$ cat config.mk
export PLATFORM = sky130hd
export DESIGN_NAME = pmem_burst_responder
export DESIGN_NICKNAME = d
export VERILOG_FILES = /design/src/rtl/pmem_pkg.sv /design/src/rtl/burst_line_buffer.sv /design/src/rtl/pmem_burst_responder.sv
export SDC_FILE = /design/constraint.sdc
export NUM_CORES = 1
export LEC_CHECK = 0
export CORE_AREA = 2 2 273 275
export DETAILED_ROUTE_END_ITERATION = 16
export DIE_AREA = 0 0 275 277
export PLACE_DENSITY = 0.54
export SLEW_MARGIN = 20
export SYNTH_ARGS = -nofsm -noshare
export SYNTH_HDL_FRONTEND = slang
export SYNTH_SLANG_ARGS = --single-unit
export TNS_END_PERCENT = 10
$ cat constraint.sdc
create_clock -name clk -period 5 [get_ports clk]
set_clock_uncertainty 0.15 [all_clocks]
set_input_delay 1 -clock clk [delete_from_list [all_inputs] [get_ports clk]]
set_output_delay 1 -clock clk [all_outputs]
set_load 0.01 [all_outputs]
$ cat src/rtl/pmem_pkg.sv
// ============================================================================
// Module      : pmem_pkg
// Description : Shared types and constants for the L2 physical-memory burst
//               responder (line/beat widths, FSM state encoding).
// Revision    : 1.0 - initial release
// ============================================================================
`default_nettype none

package pmem_pkg;

    localparam int LINE_WIDTH = 256;
    localparam int BEAT_WIDTH = 64;
    localparam int ADDR_WIDTH = 32;
    localparam int BEATS      = LINE_WIDTH / BEAT_WIDTH;

    typedef logic [LINE_WIDTH-1:0] line_t;
    typedef logic [BEAT_WIDTH-1:0] beat_t;

    typedef enum logic [1:0] {
        IDLE     = 2'd0,
        RD_BURST = 2'd1,
        WR_BURST = 2'd2,
        DONE     = 2'd3
    } pmem_state_t;

endpackage : pmem_pkg

`default_nettype wire

$ cat src/rtl/burst_line_buffer.sv
// ============================================================================
// Module      : burst_line_buffer
// Description : Line-wide register built from beat-sized slices, with a
//               whole-line load port, a per-beat write port and a per-beat
//               indexed read port.
// Revision    : 1.0 - initial release
// ============================================================================
`default_nettype none

module burst_line_buffer #(
    parameter int LINE_WIDTH = 256,
    parameter int BEAT_WIDTH = 64,
    parameter int BEATS      = LINE_WIDTH / BEAT_WIDTH,
    parameter int IDX_W      = (BEATS > 1) ? $clog2(BEATS) : 1
) (
    input  logic                  clk,
    input  logic                  rst_n,
    input  logic                  load_en,
    input  logic [LINE_WIDTH-1:0] load_line,
    input  logic                  beat_we,
    input  logic [IDX_W-1:0]      beat_idx,
    input  logic [BEAT_WIDTH-1:0] beat_wdata,
    output logic [BEAT_WIDTH-1:0] beat_rdata,
    output logic [LINE_WIDTH-1:0] line
);

    logic [BEAT_WIDTH-1:0] r_beat_q [BEATS];

    // A whole-line load takes priority over a single-beat write.
    for (genvar i = 0; i < BEATS; i++) begin : g_beat
        always_ff @(posedge clk or negedge rst_n) begin
            if (!rst_n) begin
                r_beat_q[i] <= '0;
            end else if (load_en) begin
                r_beat_q[i] <= load_line[i*BEAT_WIDTH +: BEAT_WIDTH];
            end else if (beat_we && (beat_idx == IDX_W'(i))) begin
                r_beat_q[i] <= beat_wdata;
            end
        end

        assign line[i*BEAT_WIDTH +: BEAT_WIDTH] = r_beat_q[i];
    end

    assign beat_rdata = r_beat_q[beat_idx];

endmodule : burst_line_buffer

`default_nettype wire

$ cat src/rtl/pmem_burst_responder.sv
// ============================================================================
// Module      : pmem_burst_responder
// Description : Converts one L2 line read/write into a multi-beat DRAM burst
//               and returns the line or completion with a one-cycle pmem_resp.
// Revision    : 1.0 - initial release
// ============================================================================
`default_nettype none

module pmem_burst_responder
    import pmem_pkg::*;
#(
    parameter int LINE_WIDTH = pmem_pkg::LINE_WIDTH,
    parameter int BEAT_WIDTH = pmem_pkg::BEAT_WIDTH,
    parameter int ADDR_WIDTH = pmem_pkg::ADDR_WIDTH
) (
    input  logic                  clk,
    input  logic                  rst_n,
    input  logic                  pmem_read,
    input  logic                  pmem_write,
    input  logic [ADDR_WIDTH-1:0] pmem_address,
    input  logic [LINE_WIDTH-1:0] pmem_wdata,
    output logic [LINE_WIDTH-1:0] pmem_rdata,
    output logic                  pmem_resp,
    output logic                  dram_read,
    output logic                  dram_write,
    output logic [ADDR_WIDTH-1:0] dram_address,
    output logic [BEAT_WIDTH-1:0] dram_wdata,
    input  logic [BEAT_WIDTH-1:0] dram_rdata,
    input  logic                  dram_resp
);

    localparam int                c_beats     = LINE_WIDTH / BEAT_WIDTH;
    localparam int                c_idx_w     = (c_beats > 1) ? $clog2(c_beats) : 1;
    localparam logic [c_idx_w-1:0] c_last_beat = c_idx_w'(c_beats - 1);

    pmem_state_t               r_state;
    pmem_state_t               w_next_state;
    logic [c_idx_w-1:0]        r_beat;
    logic [ADDR_WIDTH-1:0]     r_addr;
    logic                      r_dram_read;
    logic                      r_dram_write;
    logic                      r_pmem_resp;

    logic                      w_accept_wr;
    logic                      w_accept_rd;
    logic                      w_beat_ack;
    logic                      w_last_beat;
    logic                      w_rd_capture;

    logic [LINE_WIDTH-1:0]     w_unused_wr_line;
    logic [BEAT_WIDTH-1:0]     w_unused_rd_beat;

    assign w_last_beat  = (r_beat == c_last_beat);
    assign w_rd_capture = (r_state == RD_BURST) && dram_resp;

    // Write beats win over reads when both requests arrive together.
    always_comb begin
        w_next_state = r_state;
        w_accept_wr  = 1'b0;
        w_accept_rd  = 1'b0;
        w_beat_ack   = 1'b0;
        case (r_state)
            IDLE: begin
                if (pmem_write) begin
                    w_accept_wr  = 1'b1;
                    w_next_state = WR_BURST;
                end else if (pmem_read) begin
                    w_accept_rd  = 1'b1;
                    w_next_state = RD_BURST;
                end
            end
            RD_BURST, WR_BURST: begin
                if (dram_resp) begin
                    w_beat_ack = 1'b1;
                    if (w_last_beat) begin
                        w_next_state = DONE;
                    end
                end
            end
            DONE: begin
                w_next_state = IDLE;
            end
            default: begin
                w_next_state = IDLE;
            end
        endcase
    end

    always_ff @(posedge clk or negedge rst_n) begin
        if (!rst_n) begin
            r_state      <= IDLE;
            r_beat       <= '0;
            r_addr       <= '0;
            r_dram_read  <= 1'b0;
            r_dram_write <= 1'b0;
            r_pmem_resp  <= 1'b0;
        end else begin
            r_state      <= w_next_state;
            r_dram_read  <= (w_next_state == RD_BURST);
            r_dram_write <= (w_next_state == WR_BURST);
            r_pmem_resp  <= (w_next_state == DONE);
            if (w_accept_wr || w_accept_rd) begin
                r_addr <= pmem_address;
            end
            // The counter parks on the last beat and is only cleared in DONE.
            if (r_state == DONE) begin
                r_beat <= '0;
            end else if (w_beat_ack && !w_last_beat) begin
                r_beat <= r_beat + 1'b1;
            end
        end
    end

    burst_line_buffer #(
        .LINE_WIDTH (LINE_WIDTH),
        .BEAT_WIDTH (BEAT_WIDTH),
        .BEATS      (c_beats),
        .IDX_W      (c_idx_w)
    ) u_wr_buffer (
        .clk        (clk),
        .rst_n      (rst_n),
        .load_en    (w_accept_wr),
        .load_line  (pmem_wdata),
        .beat_we    (1'b0),
        .beat_idx   (r_beat),
        .beat_wdata ('0),
        .beat_rdata (dram_wdata),
        .line       (w_unused_wr_line)
    );

    burst_line_buffer #(
        .LINE_WIDTH (LINE_WIDTH),
        .BEAT_WIDTH (BEAT_WIDTH),
        .BEATS      (c_beats),
        .IDX_W      (c_idx_w)
    ) u_rd_holder (
        .clk        (clk),
        .rst_n      (rst_n),
        .load_en    (1'b0),
        .load_line  ('0),
        .beat_we    (w_rd_capture),
        .beat_idx   (r_beat),
        .beat_wdata (dram_rdata),
        .beat_rdata (w_unused_rd_beat),
        .line       (pmem_rdata)
    );

    assign pmem_resp    = r_pmem_resp;
    assign dram_read    = r_dram_read;
    assign dram_write   = r_dram_write;
    assign dram_address = r_addr;

endmodule : pmem_burst_responder

`default_nettype wire

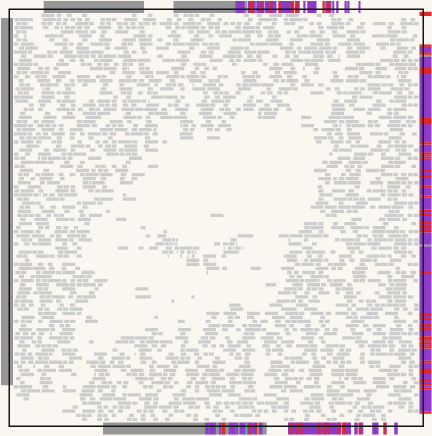
Fig. 1. Pin map (run 1).
(1.5 px per um) Pins as bars across the die edge, other pins in gray.
pmem_resp -> cyan  # pins 1, direction output, edge bottom
pmem_wdata -> purple  # pins 256, direction input, edge 143 right, 68 bottom, 45 top
dram_wdata -> red  # pins 64, direction output, edge 38 right, 16 bottom, 10 top
all pins by edge = 183 right, 180 left, 175 bottom, 174 top
DIE HEIGHT: 277 um
count of input and output buffers: 711

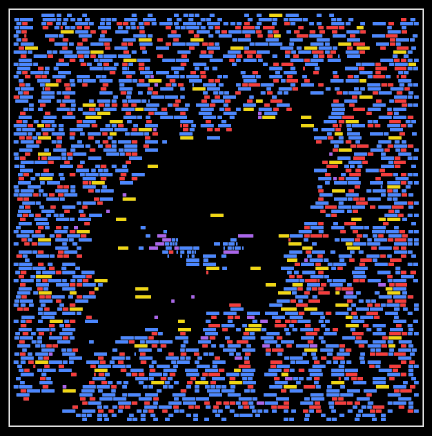
Fig. 2. Sizing map (run 1).
(1.5 px per um)
x3 and x4 -> purple  # cells 33, share 1.6%
x6 and larger -> yellow  # cells 103, share 5.0%
x2 -> red  # cells 606, share 30%
x1 and smaller -> blue  # cells 1305, share 64%
Non-CTS buffers: 733
final worst slack: 0.820 ns
post-route cell area: 0.0326 mm2

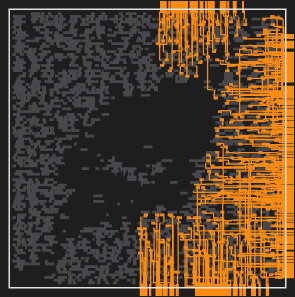
Fig. 3. Nets reached from selected ports (run 1).
(1 px per um)
pmem_wdata -> orange  # direction input, end cells 256, buffers 256, wire 13000 um

==> deck_impl_summary.md, run 1 <==
Physical Implementation Snapshot

Final timing
  • Final period util: roughly 84%
  • Slew HR: a little under a third
  • Post-route setup TNS: 0 ns
  • Worst slew pin tran: roughly 1.0 ns
  • Tmin final: 4.18 ns
  • Fmax: 0.239 GHz

Detailed routing
  • Total wire length: roughly 71000 um
  • DR vias: approximately 14k
  • Final ANT Viol Nets: 0
  • DRT Pass-1 Iters: 4
  • Via density: 4.59

GRT
  • Overflow after GRT: 0
  • GRT Total Usage: between 15 and 20%
  • Initial antenna violation count: 12
  • Vias in the first global route: 15.3k
  • Largest net degree at the start of global routing: between 100 and 150

Setup path
  • Crit path kind: register to primary output
  • Crit path max fanout: 26
  • CP peak stage delay: between 0.8 and 0.9 ns
  • Critical Path, Cell by Cell: buf_4, mux4_2, clkdlybuf4s50_1
  • Required time of the critical path: between 3 and 4 ns
  • Crit path max-delay family: buffers and inverters
  • Worst endpoint data arrival time: 3.03 ns
  • Crit. End Element: primary output

Power and ir drop
  • Total sequential power: between 7 and 8 mW
  • Comb. pwr: 9.23 mW
  • Combinational share of power: roughly two fifths
  • Max power group: combinational cells
  • Int Pwr: between 15 and 20 mW
  • Clock group: 4.91 mW
  • Sw power: a little under 7 mW
  • Worst vdd ir: 428 uV
  • Power Dens Cells: roughly 680 mW/mm2
  • Clk pwr share: 22.3%
  • Power share of the sequential group: a little over a third

Die
  • FP Core Util: 30.2%
  • Top-level I/O count: between 700 and 800
  • Die X: 275 um
  • Core Area: 0.0736 mm2

Clock network
  • Total CTS buffers: 66
  • Post-CTS resize count: 0
  • Worst skew pair latency: ~0.6 ns
  • CTS tree: yes
  • CTS clock-pin slew for the worst setup and hold paths: ~0.060 ns
  • H-tree levels: 3
  • CTS max path bufs: 3
  • Post-CTS Hold Buffers: 0
  • Clk sinks: 551

Place
  • DP HPWL: 51200 um
  • Area post-placement: around 0.030 mm2
  • Placer Congestion: approximately 0.8

Yosys
  • Cell type with the largest total area: dfrtp_1
  • Synth warn: 0
  • Distinct cell type count after synthesis: 24
  • Top cells, area: dfrtp_1 62%, mux2_2 27%, mux4_2 6.5%
  • Syn_area_per_cell: roughly 18 um2
  • Post-synthesis cell area: around 0.022 mm2
  • Yosys reg bits: about 550
  • XOR Share, Synth: 0.0395%

Layout
  • Ant. Diodes: 6
  • Non-clock buffer share: 22.7%
  • Filler cells: around 6.6k
  • Flops: about 550
  • CLK BUF: between 80 and 90
  • Fraction of area in registers: between 40% and 50%
  • Share of cells above drive strength 1: 36.2%
  • MI comb area: roughly 0.0079 mm2
  • Synth-to-Final Area Change: 46.8%
  • Mi-comb count: around 640

Hold path
  • Hold Crit Class: input port to asynchronous set/reset pin

Job
  • Log Warnings: 35

Run status
  • Status: complete, no violations
run 1: cell families after synthesis:
family          Yosys count
compound gates            7
xor+xnor                  1
fa+ha+maj                 7
buf+inv                  76
flops                   551
mux                     609
simple gates             14
run 1: metrics by stage:
stage | setup slack (ns) | hold WS [ns] | cells | util, %
5_1_grt | 0.641 | 0.274 | 3018 | 44.3
6_report | 0.820 | 0.240 | 3022 | 44.3
3_5_place_dp | 1.37 | 0.327 | 2896 | 41.2
3_3_place_gp | 1.37 | 0.315 | 2896 | 41.2
2_1_floorplan | 2.52 | 0.303 | 1265 | -
4_1_cts | 0.688 | 0.239 | 3016 | 44.3
run 1: path summary, 6_finish.rpt:
check	to	cells past startpoint
min	u_wr_buffer.line[76]	1
min reg2reg	u_wr_buffer.line[219]	1
min in group clk	u_wr_buffer.line[219]	1
max	dram_wdata[52]	3
max reg2reg	u_rd_holder.line[171]	5
max in group asynchronous	u_rd_holder.line[217]	2
run 1: layer usage:
layer	track usage, %	share of wire, %
met1	20.8	38
met2	30.8	49
met3	7.80	10
met4	6.13	2.9
met5	0	0.14
run 1: state kept, by name, indices dropped and copies added (netlist names):
| name | count |
|---|---|
| u_rd_holder.line | 256 |
| r_state | 2 |
| pmem_resp | 1 |
| dram_read | 1 |
| r_beat | 2 |
| dram_write | 1 |
| dram_address | 32 |
| u_wr_buffer.line | 256 |
run 1: cell usage after synthesis, drive strengths merged:
| master | n |
|---|---|
| dfrtp | 551 |
| nand2b | 1 |
| o21ai | 3 |
| inv | 5 |
| mux2i | 1 |
| ha | 7 |
| nand3b | 1 |
| buf | 69 |
| mux4 | 64 |
| and4 | 1 |
| and2 | 2 |
| a21oi | 2 |
| nor2 | 4 |
| nand3 | 4 |
| a211o | 2 |
| nor3b | 1 |
| xnor2 | 1 |
| mux2 | 544 |
| clkbuf | 2 |
--- run 2 (diff from run 1) ---
--- a/config.mk
+++ b/config.mk
@@ -8,7 +8,7 @@
 export CORE_AREA = 2 2 273 275
 export DETAILED_ROUTE_END_ITERATION = 16
 export DIE_AREA = 0 0 275 277
-export PLACE_DENSITY = 0.54
+export PLACE_DENSITY = 0.57
 export SLEW_MARGIN = 20
 export SYNTH_ARGS = -nofsm -noshare
 export SYNTH_HDL_FRONTEND = slang
==> constraint.sdc (replaced) <==
create_clock -name clk -period 3.6 [get_ports clk]
set_clock_uncertainty 0.15 [all_clocks]
set_input_delay 0.72 -clock clk [delete_from_list [all_inputs] [get_ports clk]]
set_output_delay 0.72 -clock clk [all_outputs]
set_load 0.01 [all_outputs]
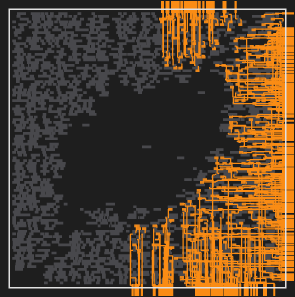
Fig. 4. Nets reached from selected ports (run 2).
(1 px per um)
top-level I/O count: 712

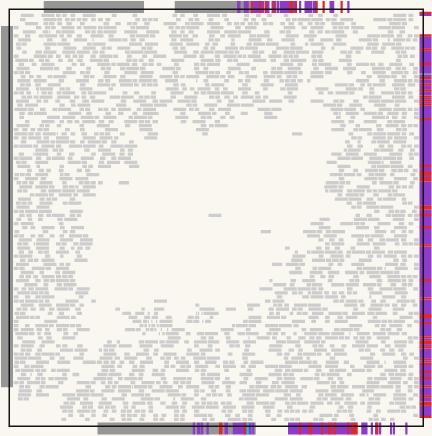
Fig. 5. Pin map (run 2).
(1.5 px per um) Pins as bars across the die edge, other pins in gray.
pmem_wdata -> purple  # pins 256, direction input, edge 150 right, 68 bottom, 38 top
pmem_resp -> cyan  # pins 1, direction output, edge bottom
dram_wdata -> red  # pins 64, direction output, edge 39 right, 15 bottom, 10 top
Die X: 275 um

==> run 2 against run 1 <==
Worst hold slack better by 0.096 ns; non-clock buffer count up 25; final cell count up 0.30%; setup slack worse by 0.66 ns; area after synthesis unchanged; core utilization up 0.063 points; wire length down 4.1%; first-iteration DRC count up 4.7%; power up 36%; critical path type unchanged.
==> deck_impl_summary.md, run 2 <==
Physical Implementation Snapshot

Clock network
  • CTS max path bufs: 3 (unchanged)
  • H-tree levels: 2 (was 3)
  • Total CTS buffers: 60 (was 66)
  • Worst skew pair latency: 0.61 ns (was 0.60 ns)
  • CTS clock-pin slew for the worst setup and hold paths: 0.06 ns (about the same)
  • CTS tree: yes (unchanged)
  • Clk sinks: 551 (unchanged)
  • Clock Tree Root: clkbuf_16 (unchanged)

Yosys
  • Top logic family: multiplexers (unchanged)
  • Post-synthesis cell area: 0.0222 mm2 (unchanged)
  • Seq share, synth: 62.1% (unchanged)
  • Cell with the most instances after synthesis: dfrtp_1 (unchanged)
  • Post-synth EDFFs: 0 (unchanged)
  • Async SR Flop Fraction: 100% (unchanged)
  • Yosys reg bits: 551 (unchanged)
  • Mapped Cells: 1265 (unchanged)
  • Top cell area share: 62.1% (unchanged)
  • Simple share: 0.440% (unchanged)
  • YS chip area: 0.0222 mm2 (unchanged)
  • XOR Share, Synth: 0.0395% (unchanged)
  • Distinct cell type count after synthesis: 24 (unchanged)
  • Synth Flop Type: dfrtp_1 (unchanged)
  • Cell type with the largest total area: dfrtp_1 (unchanged)
  • AO/OA Area Share: 0.192% (unchanged)
  • Commonest cells in the netlist: 551 x dfrtp_1, 525 x mux2_2, 64 x mux4_2 (unchanged)
  • Multiplexer share: 34.3% (unchanged)
  • Top cells, area: dfrtp_1 62%, mux2_2 27%, mux4_2 6.5% (unchanged)
  • Syn_area_per_cell: 17.5 um2 (unchanged)
  • Syn Nets: 1629 (unchanged)
  • Synth warn: 0 (unchanged)
  • Ys cells: 1265 (unchanged)
  • Share of synthesized cell area in full adder, half adder and majority cells: 0.395% (unchanged)

GRT
  • First-pass GRT wire length: 101000 um (was 103000 um)
  • GRT Total Usage: 17.5% (was 18.3%)
  • Vias in the first global route: 15.4k (was 15.3k)
  • Met3 global-route usage: 7.62% (was 7.80%)
  • Met1 usage: 20.4% (was 20.8%)
  • Largest net degree at the start of global routing: 81 (was 101)
  • Overflow after GRT: 0 (unchanged)
  • Met2 GRT Util: 29.1% (was 30.8%)
  • Initial antenna violation count: 12 (unchanged)
  • GRT busiest layer: met2 (unchanged)

Detailed routing
  • Max Used Layer: met5 (unchanged)
  • Final ANT Viol Nets: 0 (unchanged)
  • Post-Route M1 WL: 25900 um (was 26900 um)
  • Detailed Route Iter0 Violations: 538 (was 514)
  • Wire length on met2: 32800 um (was 34800 um)
  • DRT Pass-1 Iters: 4 (unchanged)
  • Avg WL per Cell: 22.4 um (was 23.5 um)
  • DRC: 0 (unchanged)
  • Via density: 4.57 (was 4.59)
  • DR vias: 13.8k (was 13.9k)
  • Total wire length: 68000 um (was 71000 um)
  • Met3 wire len: 7430 um (was 7130 um)

Final timing
  • Tmin final: 3.44 ns
  • Final number of max-transition violations: 0 (unchanged)
  • Slew HR: 53.7% (was 30.7%)
  • Fmax: about 0.29 GHz
  • Final period util: between 90 and 100%
  • Worst slew pin tran: 0.695 ns (was 1.04 ns)
  • Final hold vios: 0 (unchanged)
  • Post-route setup TNS: 0 ns (unchanged)
  • Final setup violation count: 0 (unchanged)
  • RSZ-0062 raised after global routing: no (unchanged)

Run status
  • Status: complete, no violations (unchanged)

Layout
  • Post-route cell area: 0.0326 mm2 (about the same)
  • Synth-to-Final Area Change: 47.0% (was 46.8%)
  • Share of cells above drive strength 1: 36.2% (about the same)
  • Non-filler instance count after layout: 3031 (was 3022)
  • Final #Nets: 2378 (was 2359)
  • Top cell excl fill/tap: clkdlybuf4s50_1 (unchanged)
  • Commonest non-fill, non-tap cells in the layout: 710 x clkdlybuf4s50_1, 549 x dfrtp_1, 525 x mux2_2, 64 x mux4_2, 60 x clkbuf_16 (was 710 x clkdlybuf4s50_1, 549 x dfrtp_1, 525 x mux2_2, 66 x clkbuf_16, 64 x mux4_2)

Setup path
  • Crit path max fanout: 30 (was 26)
  • Worst endpoint data arrival time: 2.57 ns (was 3.03 ns)
  • Required time of the critical path: 2.73 ns (was 3.85 ns)
  • Register-to-register setup slack: 0.89 ns (was 1.94 ns)
  • Crit. End Element: primary output (unchanged)
  • Crit path kind: register to primary output (unchanged)
  • Worst setup SP type: register (unchanged)

Job
  • Max cap viols: 0 (unchanged)
  • Log Warnings: 31 (was 35)

Hold path
  • Hold Crit Class: register to register (was input port to asynchronous set/reset pin)

Die
  • Total die size: 0.0762 mm2 (unchanged)
  • FP Core Util: 30.2% (unchanged)
  • # rows: 100 (unchanged)
  • Core Area: 0.0736 mm2 (unchanged)

Place
  • DP HPWL: 50400 um (was 51200 um)
  • Count of input and output buffers: 711 (unchanged)
  • Dpl cells: 2918 (was 2896)
  • Area post-placement: 0.0306 mm2 (was 0.0303 mm2)
  • Placer Congestion: 0.837 (was 0.798)

Power and ir drop
  • Worst vdd ir: 486 uV (was 428 uV)
  • Power Dens Cells: 918 mW/mm2 (was 677 mW/mm2)
  • Leakage: 13.7 nW (about the same)
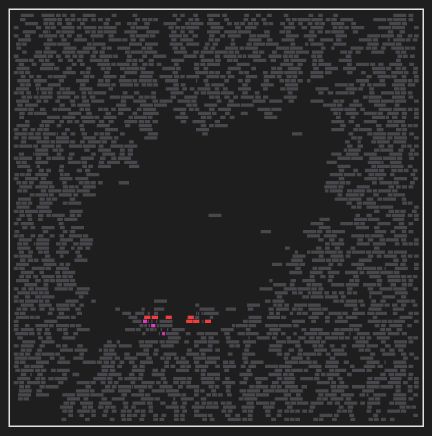
Fig. 6. Gate-type map (run 2).
(1.5 px per um)
fa/ha/maj cells -> red  # cells 7, where bottom middle
and/or cells -> magenta  # cells 3

## run 2: cell counts after synthesis
Identical to the previous run, type by type.
## run 2: final timing paths
path                                          to             startpoint  cells past startpoint
max                                dram_wdata[1]              r_beat[0]                      3
min                        u_wr_buffer.line[221]  u_wr_buffer.line[221]                      1
max reg2reg                 u_rd_holder.line[76]              r_beat[1]                      6
min reg2reg                u_wr_buffer.line[221]  u_wr_buffer.line[221]                      1
max in group asynchronous   u_wr_buffer.line[71]                  rst_n                      4
min in group asynchronous   u_wr_buffer.line[77]                  rst_n                      2
## run 2: per-stage QoR
stage / setup WS [ns] / util (%) / hold WS (ns) / power, mW
after detailed placement: 0.591 / 41.6 / 0.325 / 24.1
final: 0.164 / 44.3 / 0.336 / 30.0
after global placement: 0.646 / 41.6 / 0.315 / 23.9
after floorplan: 1.40 / - / 0.274 / 17.1
after global routing: 0.0253 / 44.3 / 0.360 / 31.6
after CTS: 0.0848 / 44.3 / 0.339 / 30.4
## run 2: final cells by class
cell class / instances / area (um2)
tap: 969 / 1210
clock inverter: 15 / 188
multi-input combinational: 638 / 7890
clock buffer: 91 / 1790
fill: 6479 / 40900
antenna: 4 / 10.0
sequential: 551 / 13800
timing repair buffer: 758 / 7730
inverter: 5 / 18.8
## run 2: report_power, final
group	switching (mW)	internal, mW	total (mW)
Combinational	4.86	8.03	12.9
Sequential	1.70	9.25	10.9
Clock	2.51	3.62	6.13
## run 2: timing repair
item / in CTS / in global routing
endpoints found under the setup margin: 27 / 0
gates resized: 0 / 0
hold buffers: 1 / 0
setup buffers: 2 / 0
hold endpoints to repair: 58 / 0
## run 2: critical path, stage by stage, from the launching register on
cell	delay (ns)
dfrtp_4	0.54
buf_12	0.28
mux4_2	0.54
clkdlybuf4s50_1	0.52
Power figures rest on the tool's default switching activity, not on a simulated workload.
